### config.mk
export PLATFORM = sky130hd
export DESIGN_NAME = shift_add_multiplier
export DESIGN_NICKNAME = d
export VERILOG_FILES = /design/src/rtl/shift_add_multiplier.sv
export SDC_FILE = /design/constraint.sdc
export NUM_CORES = 1
export LEC_CHECK = 0
export ABC_CLOCK_PERIOD_IN_PS = 17850
export CELL_PAD_IN_SITES_DETAIL_PLACEMENT = 1
export CELL_PAD_IN_SITES_GLOBAL_PLACEMENT = 1
export CORE_UTILIZATION = 25
export CTS_CLUSTER_SIZE = 12
export DETAILED_ROUTE_END_ITERATION = 6
export GPL_TIMING_DRIVEN = 0
export PLACE_DENSITY_LB_ADDON = 0.3
export SYNTH_ARGS = -nofsm -noshare
export SYNTH_HDL_FRONTEND = slang
export SYNTH_SLANG_ARGS = --single-unit
### constraint.sdc
create_clock -name clk -period 17.85 [get_ports clk]
set_input_delay 5.355 -clock clk [delete_from_list [all_inputs] [get_ports clk]]
set_output_delay 5.355 -clock clk [all_outputs]
set_load 0.01 [all_outputs]
### src/rtl/shift_add_multiplier.sv
// shift_add_multiplier
//   Sequential unsigned N x N -> 2N multiplier. One shared N-bit ripple-carry
//   adder performs at most one add per cycle, so a multiply takes N CALC cycles.
//   Start/busy/done handshake with a registered product.
//
// Ports:
//   clk           rising-edge clock
//   rst_n         synchronous active-low reset
//   start         request; sampled only in IDLE or DONE
//   multiplicand  operand M, latched on accept
//   multiplier    operand Q, latched on accept
//   busy          high while iterating
//   done          one-cycle completion pulse
//   product       2N-bit result; updates only on completion or reset
//
// Also contains NbitAdder, the N-bit ripple-carry adder shared by the datapath.

module NbitAdder #(
    parameter int N = 32
) (
    input  logic [N-1:0] a,
    input  logic [N-1:0] b,
    input  logic         carryin,
    output logic [N-1:0] s,
    output logic         carryout
);
    logic [N:0] cy;

    assign cy[0] = carryin;

    for (genvar i = 0; i < N; i++) begin : g_fa
        assign s[i]    = a[i] ^ b[i] ^ cy[i];
        assign cy[i+1] = (a[i] & b[i]) | (cy[i] & (a[i] ^ b[i]));
    end

    assign carryout = cy[N];
endmodule

module shift_add_multiplier #(
    parameter int N = 32
) (
    input  logic           clk,
    input  logic           rst_n,
    input  logic           start,
    input  logic [N-1:0]   multiplicand,
    input  logic [N-1:0]   multiplier,
    output logic           busy,
    output logic           done,
    output logic [2*N-1:0] product
);
    localparam int CW = $clog2(N) + 1;
    localparam logic [CW-1:0] LAST = CW'(N - 1);

    typedef enum logic [1:0] {IDLE, CALC, DONE} state_t;

    state_t        state;
    logic [N-1:0]  a, q, m;
    logic          c;
    logic [CW-1:0] cnt;

    logic [N-1:0]  s;
    logic          co;
    logic [N-1:0]  a_nxt, q_nxt;

    NbitAdder #(.N(N)) u_add (
        .a        (a),
        .b        (m),
        .carryin  (1'b0),
        .s        (s),
        .carryout (co)
    );

    // One iteration: optionally add M into the high half, then shift the
    // whole {C,A,Q} right by one. The carry-out lands in the top bit of A,
    // so C is always zero after the shift.
    always_comb begin
        a_nxt = {c, a[N-1:1]};
        q_nxt = {a[0], q[N-1:1]};
        if (q[0]) begin
            a_nxt = {co, s[N-1:1]};
            q_nxt = {s[0], q[N-1:1]};
        end
    end

    always_ff @(posedge clk) begin
        if (!rst_n) begin
            state   <= IDLE;
            a       <= '0;
            q       <= '0;
            m       <= '0;
            c       <= 1'b0;
            cnt     <= '0;
            busy    <= 1'b0;
            done    <= 1'b0;
            product <= '0;
        end else begin
            case (state)
                IDLE, DONE: begin
                    done <= 1'b0;
                    if (start) begin
                        m     <= multiplicand;
                        q     <= multiplier;
                        a     <= '0;
                        c     <= 1'b0;
                        cnt   <= '0;
                        busy  <= 1'b1;
                        state <= CALC;
                    end else begin
                        state <= IDLE;
                    end
                end
                CALC: begin
                    a   <= a_nxt;
                    q   <= q_nxt;
                    c   <= 1'b0;
                    cnt <= cnt + 1'b1;
                    // Product is taken from this cycle's shift result so done
                    // lands exactly N cycles after the accept edge.
                    if (cnt == LAST) begin
                        product <= {a_nxt, q_nxt};
                        busy    <= 1'b0;
                        done    <= 1'b1;
                        state   <= DONE;
                    end
                end
                default: begin
                    busy  <= 1'b0;
                    done  <= 1'b0;
                    state <= IDLE;
                end
            endcase
        end
    end
endmodule

Clock wiring as the flow saved it:
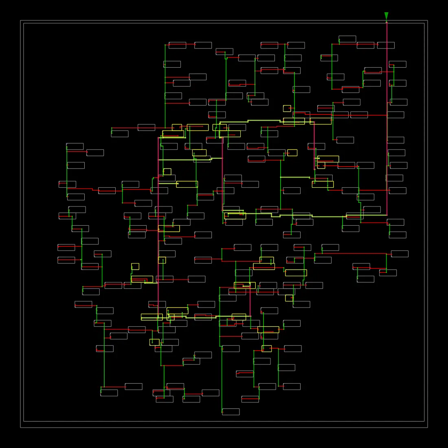
worst-case clock skew: 0.0152 ns
final-layout clock buffer total: 17
number of CTS-inserted buffers: 17
number of sinks driven by the clock tree: 170

Register map, names as in the netlist:
Other sequential cells in the stronger grey, the rest of the logic in the fainter grey.
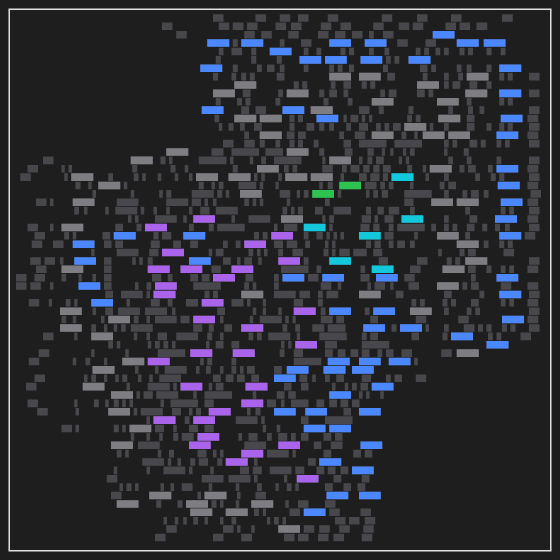
Key: purple = a [sequential cells 32]; green = state [sequential cells 2]; cyan = cnt [sequential cells 6]; blue = product [sequential cells 64]

==> run summary <==
required arrival time at the worst endpoint: 18.19 ns
type of the most critical hold path: reg2reg
met2 WL post-DR: 11.4 mm
wire length on met3: 810 um
most used flip-flop cell after synthesis: sky130_fd_sc_hd__dfxtp_1
Max Clk Rate: 74.1 MHz
most area-consuming cells after synthesis: sky130_fd_sc_hd__dfxtp_1 (45%), sky130_fd_sc_hd__fa_1 (8.3%), sky130_fd_sc_hd__a21oi_1 (7.1%), sky130_fd_sc_hd__nand3_1 (5.2%), sky130_fd_sc_hd__nand2_1 (5.0%)
Hold Path Depth: 2
power density cells: 87.2 nW/um2
count of endpoints failing setup in the final report: 0
type of the setup path with the least slack: reg2reg
Routed wire per std cell: 17.6 um
highest metal layer with signal wires: met4
reported leakage power: 0.00316 uW
leading power group: sequential cells
chip area in the Yosys report: 7510 um2
final RePlAce weighted congestion: 0.782
capture instance of the worst register-to-register path: product[62]
die outline area: 30,700 um2
total wire length after detailed routing: 24.7 mm
vias per cell: 4.71
Crit. End Element: flip-flop
Floorplan Core Area: 29,600 um2
TritonCTS clock tree: built
Tcrit/Tclk final: 75.6%
delay of the slowest cell on the worst path: 0.43 ns
Seq cells post-synth: 170
R2R Setup Slk: 4.36 ns
antenna violations before repair: 0
clock transition time at the flip-flop clock pins of the worst setup and hold paths: 0.07 ns
Worst setup SP type: flip-flop
first drt pass iteration count: 6
antenna diode instance count: 0
sequential power share: 46.3%
Synth-to-Final Area Change: 31.9%
fraction of power spent switching nets: 28.8%
Final Hold Viols: 0
Detail Placement HPWL: 18.5 mm
Avg Inst Size Synth: 8.83 um2
most frequent cells in the layout: sky130_fd_sc_hd__dfxtp_1 (170), sky130_fd_sc_hd__clkdlybuf4s50_1 (131), sky130_fd_sc_hd__a21oi_1 (106), sky130_fd_sc_hd__nand2_1 (100), sky130_fd_sc_hd__nand3_1 (78)
area of the mapped netlist: 7510 um2
most instantiated cells after synthesis: sky130_fd_sc_hd__dfxtp_1 (170), sky130_fd_sc_hd__a21oi_1 (106), sky130_fd_sc_hd__nand2_1 (100), sky130_fd_sc_hd__nand3_1 (78), sky130_fd_sc_hd__inv_1 (63)
Worst Max-Slew Pin Slew: 0.638 ns
post-synth tally of flip-flops with integrated enable: 0
most common cell in the synthesized netlist: sky130_fd_sc_hd__dfxtp_1
proportion of synthesized chip area in sequential cells: 45.3%
Std-Cell Rows: 63
unrepaired setup endpoints after global routing: false
combinational group share of total power: 10.3%
number of gates resized after CTS: 0
hold endpoint: m[18]
H-tree levels: 4
result of the run: completed
sequential group power: 400 uW
critical path endpoint: product[62]
cell chosen for the clock root: sky130_fd_sc_hd__clkbuf_16
number of violations of the max-capacitance limit: 0
Psw: 249 uW
leading area contributor after synthesis: sky130_fd_sc_hd__dfxtp_1
tool warnings: 26
reported combinational group power: 88.6 uW
global-route wire length before repair: 39.1 mm
share of async-settable or async-resettable flops after synthesis: 0%
Clock wires, drivers and flops:
The bar under the picture is 50 um long.
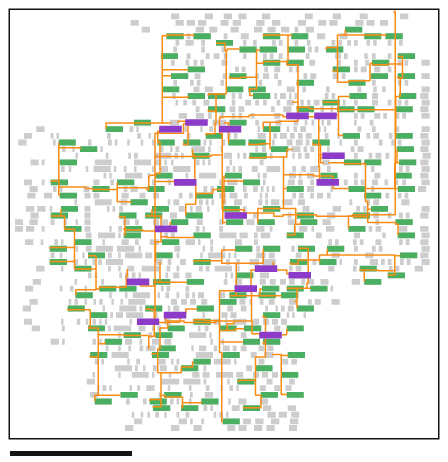
Key: orange = clock wires [length 2,380 um]; green = flip-flops [count 170]; purple = clock drivers [count 17]
There are 18 routed clock nets. Position of the flops: spread over the die.
power of the clock network: 376 uW
part of the power in the clock network: 43.5%
clk latency late pin: 0.45 ns

Gate families picked out:
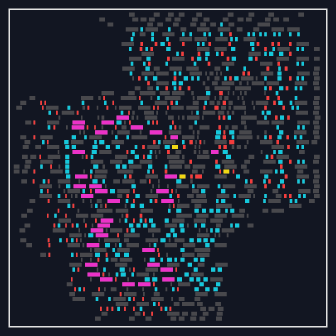
Key: cyan = aoi and oai cells [cells 298, most used a21oi_1, where spread over the die]; magenta = fa/ha/maj cells [cells 33, most used fa_1]; red = nand cells [cells 186, most used nand2_1, where spread over the die]; yellow = mux cells [cells 3, most used mux2i_1]
fraction of standard cell area in multi-input logic: 35.0%
most frequently placed logic cell in the final layout: sky130_fd_sc_hd__dfxtp_1
Final Instance Count excl. Fillers: 1,403

==> routing by layer <==
metal,vias up,GRT usage (%)
met5,-,0
met4,0,4.67
met3,22,2.71
met2,116,26.9
met1,3188,22.2
li1,3283,-
==> critical path, delay by kind of cell (launching register included) <==
| kind | cells | cell delay, ns |
|---|---|---|
| buffers and inverters | 2 | 0.14 |
| muxes | 1 | 0.19 |
| AOI/OAI and AO/OA | 1 | 0.13 |
| adders and majority gates | 32 | 12.49 |
| and+or+nand+nor | 1 | 0.10 |
| DFF | 1 | 0.36 |
==> state kept, by name, summed over array words and instances (netlist names) <==
| register | count |
|---|---|
| state | 2 |
| product | 64 |
| busy | 1 |
| done | 1 |
| cnt | 6 |
| a | 32 |
| m | 32 |
| q | 32 |
==> cell type report <==
cell class / count / area, um2
Fill cell: 3454 / 19700
Multi-Input combinational cell: 534 / 3470
Sequential cell: 170 / 3400
Timing Repair Buffer: 131 / 1310
Tap cell: 390 / 488
Clock buffer: 17 / 425
Buffer: 82 / 397
Inverter: 64 / 240
Clock inverter: 15 / 171
==> per-stage QoR <==
stage | hold WS, ns | utilization, % | cells | instance area, um2 | setup WS (ns)
6_report | 0.457 | 33.5 | 1403 | 9900 | 4.36
5_1_grt | 0.475 | 33.5 | 1403 | 9900 | 3.92
4_1_cts | 0.459 | 33.5 | 1403 | 9900 | 4.35
3_5_place_dp | 0.448 | 31.5 | 1371 | 9310 | 4.40
3_3_place_gp | 0.445 | 31.5 | 1371 | 9310 | 4.44
2_1_floorplan | 0.436 | - | 850 | 7510 | 5.05
==> cell families after synthesis <==
family / after synthesis / share of synthesized area [%]
AOI/OAI and AO/OA: 303 / 25.3
adders and majority gates: 33 / 8.60
buffers and inverters: 146 / 8.48
DFF: 170 / 45.3
muxes: 3 / 0.400
and+or+nand+nor: 195 / 11.9
Power is estimated from default activity; no workload was simulated.
